**Run 1: clock routing**

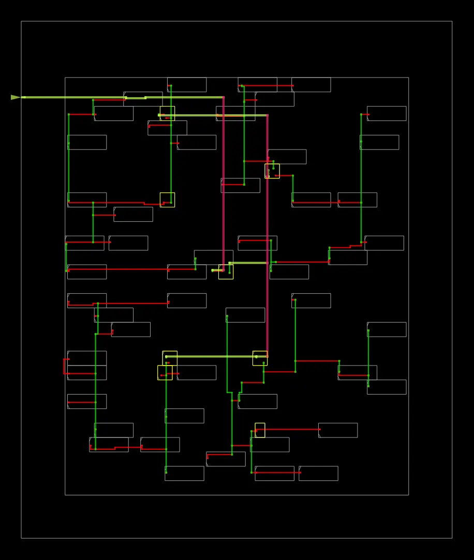
**Run 1: selected gate families**

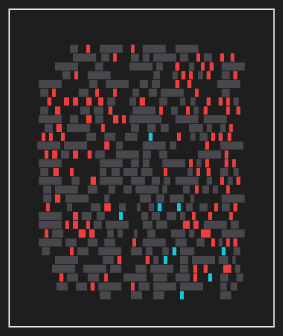
**Run 1: register map, names as in the netlist**

Other sequential cells in the stronger gray, the rest of the logic in the fainter gray.
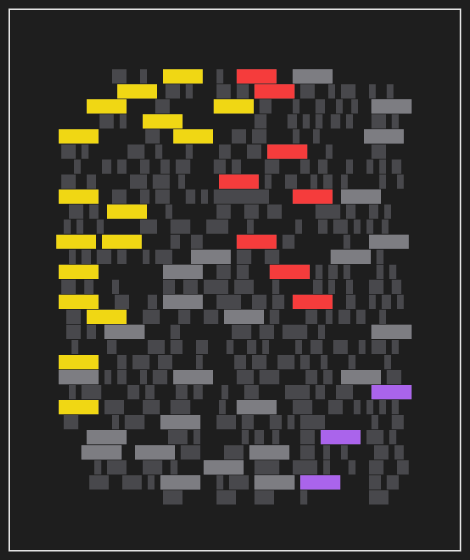
==> config.mk <==
export PLATFORM = sky130hd
export DESIGN_NAME = alu_op_sequencer
export DESIGN_NICKNAME = d
export VERILOG_FILES = /design/src/rtl/alu_seq_pkg.sv /design/src/rtl/alu_ctrl_decode.sv /design/src/rtl/alu_op_sequencer.sv
export SDC_FILE = /design/constraint.sdc
export NUM_CORES = 1
export LEC_CHECK = 0
export CAP_MARGIN = 10
export CELL_PAD_IN_SITES_DETAIL_PLACEMENT = 1
export CELL_PAD_IN_SITES_GLOBAL_PLACEMENT = 1
export CORE_ASPECT_RATIO = 1.25
export CORE_MARGIN = 8
export CORE_UTILIZATION = 50
export CTS_BUF_LIST = sky130_fd_sc_hd__clkbuf_4
export DETAILED_ROUTE_END_ITERATION = 10
export DONT_BUFFER_PORTS = 1
export PLACE_DENSITY_LB_ADDON = 0.1
export RECOVER_POWER = 50
export SYNTH_ARGS = -nofsm -noshare
export SYNTH_HDL_FRONTEND = slang
export SYNTH_HIERARCHICAL = 1
export SYNTH_SLANG_ARGS = --single-unit
export TNS_END_PERCENT = 10
==> constraint.sdc <==
create_clock -name clk -period 6.3 [get_ports clk]
set_clock_uncertainty 0.2 [all_clocks]
set_input_delay 1.26 -clock clk [delete_from_list [all_inputs] [get_ports clk]]
set_output_delay 1.26 -clock clk [all_outputs]
set_load 0.01 [all_outputs]
==> src/rtl/alu_seq_pkg.sv <==
// Shared constants and state type for the ALU command sequencer.
package alu_seq_pkg;

  localparam logic [2:0] FN_AND  = 3'd0;
  localparam logic [2:0] FN_OR   = 3'd1;
  localparam logic [2:0] FN_ADD  = 3'd2;
  localparam logic [2:0] FN_SUB  = 3'd3;
  localparam logic [2:0] FN_SLT  = 3'd4;
  localparam logic [2:0] FN_NOR  = 3'd5;
  localparam logic [2:0] FN_MUL  = 3'd6;
  localparam logic [2:0] FN_RSVD = 3'd7;

  localparam logic [1:0] ALUOP_AND = 2'b00;
  localparam logic [1:0] ALUOP_OR  = 2'b01;
  localparam logic [1:0] ALUOP_ADD = 2'b10;
  localparam logic [1:0] ALUOP_SLT = 2'b11;

  typedef enum logic [1:0] {
    ST_IDLE,
    ST_EXEC,
    ST_MUL,
    ST_RESP
  } seq_state_e;

endpackage

==> src/rtl/alu_ctrl_decode.sv <==
// Maps a function code onto the ALU invert/select controls.
module alu_ctrl_decode
  import alu_seq_pkg::*;
(
  input  logic [2:0] fn,
  output logic       ainvert,
  output logic       binvert,
  output logic [1:0] op
);

  always_comb begin
    ainvert = 1'b0;
    binvert = 1'b0;
    op      = ALUOP_AND;
    case (fn)
      FN_AND: op = ALUOP_AND;
      FN_OR:  op = ALUOP_OR;
      // Multiply steps are plain additions through the same adder.
      FN_ADD, FN_MUL: op = ALUOP_ADD;
      FN_SUB: begin
        binvert = 1'b1;
        op      = ALUOP_ADD;
      end
      FN_SLT: begin
        binvert = 1'b1;
        op      = ALUOP_SLT;
      end
      FN_NOR: begin
        ainvert = 1'b1;
        binvert = 1'b1;
        op      = ALUOP_AND;
      end
      default: op = ALUOP_AND;
    endcase
  end

endmodule

==> src/rtl/alu_op_sequencer.sv <==
// Command/response sequencer driving an external 8-bit ALU, including
// an 8-step shift-add multiply that reuses the ALU adder.
module alu_op_sequencer
  import alu_seq_pkg::*;
(
  input  logic        clk,
  input  logic        rst_n,
  input  logic        cmd_valid,
  output logic        cmd_ready,
  input  logic [2:0]  cmd_fn,
  input  logic [7:0]  cmd_a,
  input  logic [7:0]  cmd_b,
  output logic [7:0]  alu_src1,
  output logic [7:0]  alu_src2,
  output logic        alu_ainvert,
  output logic        alu_binvert,
  output logic [1:0]  alu_op,
  input  logic [7:0]  alu_result,
  input  logic        alu_zero,
  input  logic        alu_overflow,
  output logic        rsp_valid,
  input  logic        rsp_ready,
  output logic [15:0] rsp_data,
  output logic        rsp_zero,
  output logic        rsp_overflow,
  output logic        rsp_err
);

  seq_state_e  state_reg;
  logic [2:0]  fn_reg;
  logic [7:0]  m_reg;
  logic [7:0]  q_reg;
  logic [7:0]  acc_reg;
  logic [2:0]  iter_reg;
  logic [15:0] rsp_data_reg;
  logic        rsp_zero_reg;
  logic        rsp_overflow_reg;
  logic        rsp_err_reg;

  logic        dec_ainvert;
  logic        dec_binvert;
  logic [1:0]  dec_op;
  logic        mul_carry;
  logic [7:0]  acc_next;
  logic [7:0]  q_next;

  alu_ctrl_decode u_decode (
    .fn      (fn_reg),
    .ainvert (dec_ainvert),
    .binvert (dec_binvert),
    .op      (dec_op)
  );

  assign cmd_ready    = (state_reg == ST_IDLE);
  assign rsp_valid    = (state_reg == ST_RESP);
  assign rsp_data     = rsp_data_reg;
  assign rsp_zero     = rsp_zero_reg;
  assign rsp_overflow = rsp_overflow_reg;
  assign rsp_err      = rsp_err_reg;

  // In EXEC m/q hold the raw operands; in MUL they are multiplicand and
  // shifting multiplier, with acc as the running upper half.
  always_comb begin
    alu_src1    = 8'h00;
    alu_src2    = 8'h00;
    alu_ainvert = 1'b0;
    alu_binvert = 1'b0;
    alu_op      = 2'b00;
    if (state_reg == ST_EXEC) begin
      alu_src1    = m_reg;
      alu_src2    = q_reg;
      alu_ainvert = dec_ainvert;
      alu_binvert = dec_binvert;
      alu_op      = dec_op;
    end else if (state_reg == ST_MUL) begin
      alu_src1    = acc_reg;
      alu_src2    = q_reg[0] ? m_reg : 8'h00;
      alu_ainvert = dec_ainvert;
      alu_binvert = dec_binvert;
      alu_op      = dec_op;
    end
  end

  // The ALU exposes no carry-out, so recover it from the operand MSBs.
  assign mul_carry = (alu_src1[7] & alu_src2[7]) |
                     ((alu_src1[7] ^ alu_src2[7]) & ~alu_result[7]);
  assign acc_next  = {mul_carry, alu_result[7:1]};
  assign q_next    = {alu_result[0], q_reg[7:1]};

  always_ff @(posedge clk) begin
    if (!rst_n) begin
      state_reg        <= ST_IDLE;
      fn_reg           <= FN_AND;
      m_reg            <= 8'h00;
      q_reg            <= 8'h00;
      acc_reg          <= 8'h00;
      iter_reg         <= 3'd0;
      rsp_data_reg     <= 16'h0000;
      rsp_zero_reg     <= 1'b0;
      rsp_overflow_reg <= 1'b0;
      rsp_err_reg      <= 1'b0;
    end else begin
      case (state_reg)
        ST_IDLE: begin
          if (cmd_valid) begin
            fn_reg   <= cmd_fn;
            m_reg    <= cmd_a;
            q_reg    <= cmd_b;
            acc_reg  <= 8'h00;
            iter_reg <= 3'd0;
            if (cmd_fn == FN_RSVD) begin
              rsp_data_reg     <= 16'h0000;
              rsp_zero_reg     <= 1'b0;
              rsp_overflow_reg <= 1'b0;
              rsp_err_reg      <= 1'b1;
              state_reg        <= ST_RESP;
            end else if (cmd_fn == FN_MUL) begin
              state_reg <= ST_MUL;
            end else begin
              state_reg <= ST_EXEC;
            end
          end
        end
        ST_EXEC: begin
          rsp_data_reg     <= {8'h00, alu_result};
          rsp_zero_reg     <= alu_zero;
          rsp_overflow_reg <= alu_overflow;
          rsp_err_reg      <= 1'b0;
          state_reg        <= ST_RESP;
        end
        ST_MUL: begin
          acc_reg  <= acc_next;
          q_reg    <= q_next;
          iter_reg <= iter_reg + 3'd1;
          if (iter_reg == 3'd7) begin
            rsp_data_reg     <= {acc_next, q_next};
            rsp_zero_reg     <= ({acc_next, q_next} == 16'h0000);
            rsp_overflow_reg <= (acc_next != 8'h00);
            rsp_err_reg      <= 1'b0;
            state_reg        <= ST_RESP;
          end
        end
        ST_RESP: begin
          if (rsp_ready) state_reg <= ST_IDLE;
        end
        default: state_reg <= ST_IDLE;
      endcase
    end
  end

endmodule
==> run notes, run 1 <==
### Run status
- finished with violations — status
- capacitance limit, slew limit — failing checks

### Logic synthesis
- nand2_1 (79), dfxtp_1 (51), nand3_1 (19), nor2b_1 (18), o21ai_0 (18) — Post-synth top cells
- 6 — Yosys warnings
- dfxtp_1 (38%), nand2_1 (11%), mux2i_1 (4.5%) — top cells, area
- 43 — Yosys cell types
- 365 — synthesized net count
- 324 — Syn Inst Count
- 0% — proportion of register bits with asynchronous set or reset after synthesis
- dfxtp_1 — primary flip-flop cell chosen by synthesis mapping
- 38.3% — Top-area cell share
- 0 — Post-synth EDFFs
- nand2_1 — Yosys top cell by instances
- 324 — cell count listed in synth_stat.txt

### Layout
- 2690 sq um — Non-Filler Cell Area, Final
- 16 — max reg flops
- 4.52% — ratio of cells with drive above 1 in the final layout

### Setup path
- 4840 ps — critical path data required time
- 2580 ps — reg-to-reg setup timing slack
- reg -> out — type of the worst setup path
- clkbuf_1 — Max stage delay cell, worst path
- 2740 ps — Arr. time, crit path
- 1120 ps — slowest cell delay on critical path
- state_reg[0]$_SDFFE_PN0P_ — CP Launch Point
- alu_src1[7] — CP Capture Point
- state_reg[0]$_SDFFE_PN0P_ — startpoint of the most critical register-to-register path
- 9 — r2r worst-path depth

### Floorplanning
- 81.3 um — die boundary width
- 97.7 um — die height

### Detailed routing
- 0 — antenna-violating nets left
- 7.38 mm — Routed WL
- 129 — DRT iter0 DRCs
- 4 — length of the first detailed-routing pass in iterations

### Global routing
- 0 — remaining global-route overflow
- 56 — largest net degree at the start of global routing
- 11.9 mm — global-route wire length before repair
- 0 — number of antenna violations at the first check in global routing
- 18.9% — global-route total usage across every layer

### Clock tree
- 140 ps — clock transition at the register clock pins on the worst setup and hold paths after CTS
- done — clock tree from TritonCTS
- 2 — # H-tree levels
- 2 — maximum root-to-sink buffer count
- 0 — number of post-CTS setup repair buffers
- 0 — total of cells resized after clock tree synthesis
- clkbuf_4 — root buffer selected by CTS

### Place
- 3320 ps — worst setup slack after placement
- 5.42 mm — hpwl dp
- 2640 sq um — DP Area
- 364 — number of cells in the design after placement
- 0.762 — global placer's final weighted congestion
- 0 — tally of buffers added on design ports

### Power
- 41.7% — power share of the combinational group
- 0.996 nW — P_leak
- 44.9% — Sw Share
- 250 uV — Max VDD drop
- 42.9% — relative contribution of sequential cells to total power

### Timing
- 4200 ps — crit path time final
- 30 — number of max-slew violations in the final report
- 0 ps — TNS Setup
- 66.7% — Period Utilization, post-route

### Job
- 1 — max-cap violations
- 30 — OpenROAD warnings

### Min path
- reg -> reg — Hold Path Class

Back to the opening pictures, 'clock routing':
Flops: 51
clock sinks: 51
clk latency late pin: 370 ps
number of buffers inserted during clock tree synthesis: 5

Back to the opening pictures, 'selected gate families':
nand cells: shown in red, cells 103, most used nand2_1. inv cells: shown in cyan, cells 9, most used inv_1.

Back to the opening pictures, 'register map, names as in the netlist':
`fn_reg`: shown in purple, sequential cells 3. `rsp_data`: shown in yellow, sequential cells 16. `acc_reg`: shown in red, sequential cells 8.
flop share of the area: 38.0%
utilization after layout: 52.5%
P_seq: 0.000438 W

[run 1: routing by layer]
layer	global-route usage (%)	share of wire, %
met5	0	0
met4	6.07	1.5
met3	7.78	11
met2	30.0	46
met1	22.2	41
[run 1: final cells by class]
class | count | area [sq um]
well taps | 62 | 77.6
fillers | 653 | 2430
clock buffers | 7 | 52.6
repair buffers | 3 | 15.0
inverters | 9 | 33.8
flip-flops and latches | 51 | 1020
clock inverters | 1 | 5.00
multi-input cells | 239 | 1480
[run 1: through the flow]
stage | utilization [%] | hold slack, ps
finish | 52.5 | 298
floorplan | - | 257
CTS | 52.7 | 303
detailed placement | 51.6 | 283
global placement | 51.6 | 268
global route | 52.5 | 333
[run 1: worst max-delay path, delay by kind of cell, from the launching register on]
family | cells | cell delay [ps]
buffers and inverters | 2 | 1250
AOI/OAI and AO/OA | 1 | 480
DFF | 1 | 350
adders and majority gates | 1 | 190
and+or+nand+nor | 1 | 100
[run 1: cells in the final DEF (no fill, tap or decap), drive strengths merged, types with 3 or more instances in the layout]
master,netlist,layout
nand2,79,79
dfxtp,51,51
a21boi,27,27
o21ai,20,20
nand3,19,19
nor2b,18,18
mux2i,12,12
a22oi,10,10
inv,9,9
o211a,9,9
clkbuf,17,9
ha,8,8
a22o,8,8
and2,3,3
a21oi,3,3
nor2,3,3
nand4,3,3
[run 1: worst min-delay path by stage]
stage,to,slack (ps),start,cells past startpoint
after CTS,m_reg[7]$_SDFFE_PN0P_,300,m_reg[7]$_SDFFE_PN0P_,2
final,m_reg[7]$_SDFFE_PN0P_,300,m_reg[7]$_SDFFE_PN0P_,2
after global placement,m_reg[7]$_SDFFE_PN0P_,270,m_reg[7]$_SDFFE_PN0P_,2
after detailed placement,m_reg[7]$_SDFFE_PN0P_,280,m_reg[7]$_SDFFE_PN0P_,2
after floorplan,m_reg[1]$_SDFFE_PN0P_,260,m_reg[1]$_SDFFE_PN0P_,2
after global routing,rsp_data[15]$_SDFFE_PN0P_,330,rsp_data[15]$_SDFFE_PN0P_,2
[run 1: cells by family (layout without fill, tap and decap cells)]
logic type	Yosys count	after routing	share of synthesized area, %
simple gates	133	133	23.0
compound gates	85	85	24.1
flops	51	51	38.3
buf+inv	34	20	6.09
mux	12	12	4.50
fa+ha+maj	8	8	3.75
xor+xnor	1	1	0.328
[run 1: power by group through the flow]
stage	logic [W]	registers [W]	clock network, W
global route	0.000475	0.000447	0.000175
CTS	0.000437	0.000440	0.000160
finish	0.000425	0.000438	0.000157
floorplan	0.000380	0.000422	0
global placement	0.000426	0.000445	0
detailed placement	0.000435	0.000447	0
**Run 1: floorplan with the power grid**

Pins as bars on the die edge.
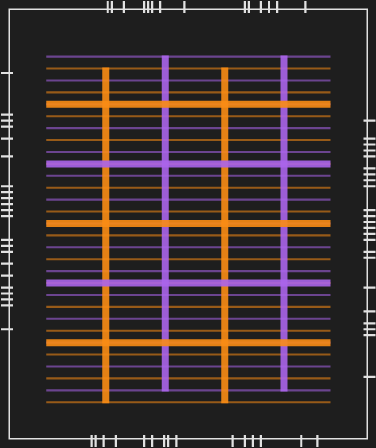

==> run 2: changes to the inputs <==
--- a/config.mk
+++ b/config.mk
@@ -10,7 +10,7 @@
 export CELL_PAD_IN_SITES_GLOBAL_PLACEMENT = 1
 export CORE_ASPECT_RATIO = 1.25
 export CORE_MARGIN = 8
-export CORE_UTILIZATION = 50
+export CORE_UTILIZATION = 48
 export CTS_BUF_LIST = sky130_fd_sc_hd__clkbuf_4
 export DETAILED_ROUTE_END_ITERATION = 10
 export DONT_BUFFER_PORTS = 1
==> constraint.sdc (replaced) <==
create_clock -name clk -period 4.3 [get_ports clk]
set_clock_uncertainty 0.2 [all_clocks]
set_input_delay 0.86 -clock clk [delete_from_list [all_inputs] [get_ports clk]]
set_output_delay 0.86 -clock clk [all_outputs]
set_load 0.01 [all_outputs]
**Run 2: floorplan with the power grid**

Pins as bars on the die edge.
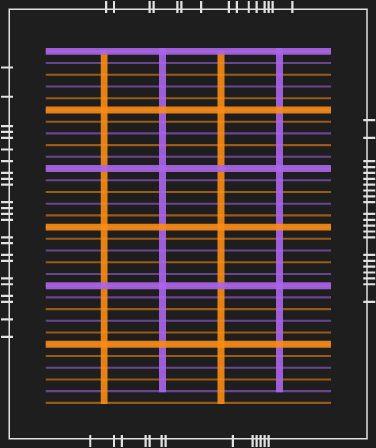
VSS: shown in orange. VDD: shown in purple.
74 signal pins sit on the boundary. 6 straps on met5.
die boundary width: 82.7 um
die height: 99.4 um

**Run 2: register map, names as in the netlist**

Other sequential cells in the stronger gray, the rest of the logic in the fainter gray.
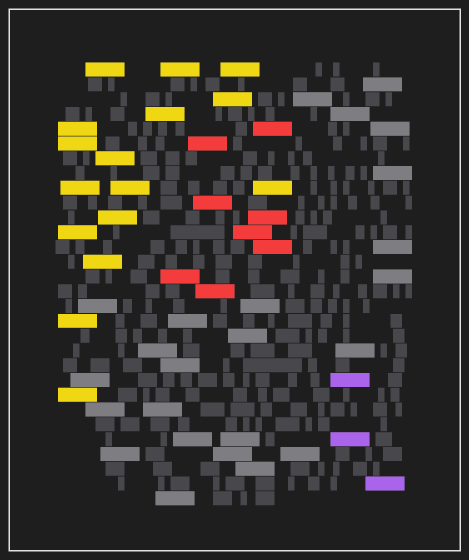
`acc_reg`: shown in red, sequential cells 8, where center. `rsp_data`: shown in yellow, sequential cells 16. `fn_reg`: shown in purple, sequential cells 3.
Another 24 sequential cells are not colored.

==> run 2 against run 1 <==
Against the previous run:
- the flow now finishes without violations
- power up 53%
- design area up 1.1%
- clock-buffer cell count down 1
- critical path depth unchanged
- clock power up 75%
- sequential power up 47%
- wire length up 1.9%
- critical path type unchanged
- highest routed layer unchanged
==> run notes, run 2 <==
### Setup path
- state_reg[0]$_SDFFE_PN0P_ — startpoint of the most critical register-to-register path
- flop — startpoint class of the critical path
- 9 — r2r worst-path depth, unchanged
- 1930 ps — Arr. time, crit path, -810 ps
- 31 — crit-path max FO
- output pin — CP Capture Type
- 3240 ps — critical path data required time, -1600 ps
- reg -> out — type of the worst setup path
- 1400 ps — reg-to-reg setup timing slack, -1180 ps
- rsp_zero$_SDFFE_PN0P_ — capture point of the worst reg-to-reg path

### Global routing
- 0 — number of antenna violations at the first check in global routing, unchanged
- 19.1% — global-route total usage across every layer, +0.15 points
- 2356 — via count of the first global-routing pass
- 12.3 mm — global-route wire length before repair, +3.3%
- 0 — remaining global-route overflow, unchanged
- 56 — largest net degree at the start of global routing, unchanged

### Clock tree
- 51 — clock sinks, unchanged
- 2 — # H-tree levels, unchanged
- 5 — number of buffers inserted during clock tree synthesis, unchanged
- done — clock tree from TritonCTS
- 0 — total of cells resized after clock tree synthesis, unchanged
- 0 — number of post-CTS setup repair buffers, unchanged
- 2 — maximum root-to-sink buffer count, unchanged
- 360 ps — clk latency late pin, about the same
- 140 ps — clock transition at the register clock pins on the worst setup and hold paths after CTS, about the same
- clkbuf_4 — root buffer selected by CTS
- 0 — number of buffers inserted for hold repair after clock tree synthesis

### Min path
- 2 — number of cells on the worst hold path, unchanged
- m_reg[6]$_SDFFE_PN0P_ — hold-critical path endpoint
- m_reg[6]$_SDFFE_PN0P_ — startpoint of the worst hold path
- reg -> reg — Hold Path Class

### Place
- 5.70 mm — hpwl dp, +5.2%
- 366 — number of cells in the design after placement, +0.55%
- 0 — tally of buffers added on design ports, unchanged
- 0.825 — global placer's final weighted congestion, +8.3%

### Detailed routing
- 4 — length of the first detailed-routing pass in iterations, unchanged
- 7.53 mm — Routed WL, +1.9%
- 5.90 — Vias/cell
- 2202 — Via Count
- 20.2 um — routed length per instance
- 0 — number of design rule violations left after detail routing
- 82 — DRT iter0 DRCs, -36%
- 0 — antenna-violating nets left, unchanged

### Logic synthesis
- dfxtp_1 — primary flip-flop cell chosen by synthesis mapping
- 38.3% — Top-area cell share, unchanged
- nand2_1 — Yosys top cell by instances
- 6 — Yosys warnings, unchanged
- dfxtp_1 — cell type contributing the most total cell area after synthesis
- 38.3% — sequential fraction of the synthesis area
- 0% — proportion of register bits with asynchronous set or reset after synthesis, unchanged
- dfxtp_1 (38%), nand2_1 (11%), mux2i_1 (4.5%) — top cells, area
- 324 — Syn Inst Count, unchanged
- 51 — Post-synth regs
- 365 — synthesized net count, unchanged
- 43 — Yosys cell types, unchanged
- 8.24 sq um — Post-Synthesis Mean Instance Area
- nand2_1 (79), dfxtp_1 (51), nand3_1 (19), nor2b_1 (18), o21ai_0 (18) — Post-synth top cells
- 324 — cell count listed in synth_stat.txt, unchanged
- 0 — Post-synth EDFFs, unchanged
- 2670 sq um — area figure in the yosys stat output
- 2670 sq um — area of the mapped netlist

### Power
- 1.01 nW — P_leak, +0.95%
- 217 uV — Max VDD drop, -13%
- 575 nW/um^2 — Power Dens Cells
- 0.00156 W — overall power

### Run status
- completed — status

### Floorplanning
- 30 — Placement Rows
- 49.4% — starting utilization of the core area
- 8220 sq um — Chip Area
- 74 — count of pins on the block boundary
- 5410 sq um — core area

### Timing
- 0 ps — TNS Setup, unchanged
- 0 — Setup Viol. Count Final
- 69.5% — Period Utilization, post-route
- false — RSZ-0062 raised after global routing
- 33.0% — worst max-slew margin expressed relative to the limit
- 0 — number of max-slew violations in the final report, -100%
- 335 MHz — max frequency
- 998 ps — Least-Margin Pin Slew
- 0 — Final Hold Violation Tally
- 2990 ps — crit path time final

### Layout
- 5.18% — ratio of cells with drive above 1 in the final layout, +0.66 points
- nand2_1 — most frequent logic cell in the layout
- 16 — max reg flops, unchanged
- 1490 sq um — combinational cell area excluding buffers and inverters, +0.34%
- 373 — final cell count without fillers
- 1.69% — layout overhead on the synthesized area
- 350 — count of nets after finishing
- nand2_1 (79), dfxtp_1 (51), a21boi_0 (22), nand3_1 (19) — most used cells in the layout excluding fill and tap cells
- 0 — # diodes
- 681 — number of filler cells placed in the layout, +4.3%
- 1020 sq um — Register Area, unchanged

### Job
- 30 — OpenROAD warnings, unchanged
- 0 — max-cap violations, -1

## run 2: cell counts after synthesis
Identical to the previous run, type by type.
## run 2: how the worst max path moves through the flow
stage,end,depth (start not counted),startpoint
finish,alu_src2[4],5,state_reg[1]$_SDFFE_PN0P_
CTS,alu_src2[4],5,state_reg[1]$_SDFFE_PN0P_
global placement,rsp_zero$_SDFFE_PN0P_,9,state_reg[0]$_SDFFE_PN0P_
global route,alu_src2[5],5,state_reg[1]$_SDFFE_PN0P_
detailed placement,rsp_zero$_SDFFE_PN0P_,9,state_reg[0]$_SDFFE_PN0P_
floorplan,rsp_zero$_SDFFE_PN0P_,11,state_reg[0]$_SDFFE_PN0P_
## run 2: logic make-up (layout without fill, tap and decap cells)
family                     Yosys count  after routing  share of synthesized area, %
AOI/OAI and AO/OA                   85             85                          24.1
xor gates and xnor gates             1              1                         0.328
adders and majority gates            8              8                          3.75
buffers and inverters               34             19                          6.09
DFF                                 51             51                          38.3
muxes                               12             12                          4.50
and+or+nand+nor                    133            133                          23.0
## run 2: worst max-delay path: stages (launching register included)
cell and delay [ps]:
dfxtp_1 360, inv_1 110, ha_1 440, buf_4 370, nand2_1 110, o21ai_0 190
## run 2: routing by layer
layer / up-vias / GRT usage, % / part of all wire [%]
met1: 1046 / 22.7 / 41
met4: 0 / 4.66 / 1.5
li1: 1086 / - / -
met2: 60 / 31.5 / 49
met5: - / 0 / 0
met3: 10 / 6.50 / 8.8
## run 2: power by group
part / internal, W / leakage [nW] / switching, W / total, W
clock network: 0.000126 / 0.0417 / 0.000147 / 0.000274
logic: 0.000202 / 0.548 / 0.000441 / 0.000643
registers: 0.000550 / 0.416 / 0.0000948 / 0.000645
## run 2: stage by stage
step                hold slack [ps]  worst slack [ps]  util (%)  area [sq um]
floorplan                       257              1440         -          2670
global placement                274              1530      48.9          2640
detailed placement              282              1380      48.9          2640
CTS                             301              1290      50.3          2720
global route                    339              1130      50.2          2710
finish                          299              1310      50.2          2710
## run 2: area by class of cell
class | count | area share [%]
Timing Repair Buffer | 3 | 0.692
Inverter | 9 | 1.24
Multi-Input combinational cell | 239 | 54.7
Clock buffer | 6 | 1.66
Clock inverter | 1 | 1.11
Sequential cell | 51 | 37.6
Tap cell | 64 | 2.95
No activity file was given, so power comes from the tool's default toggle rates.
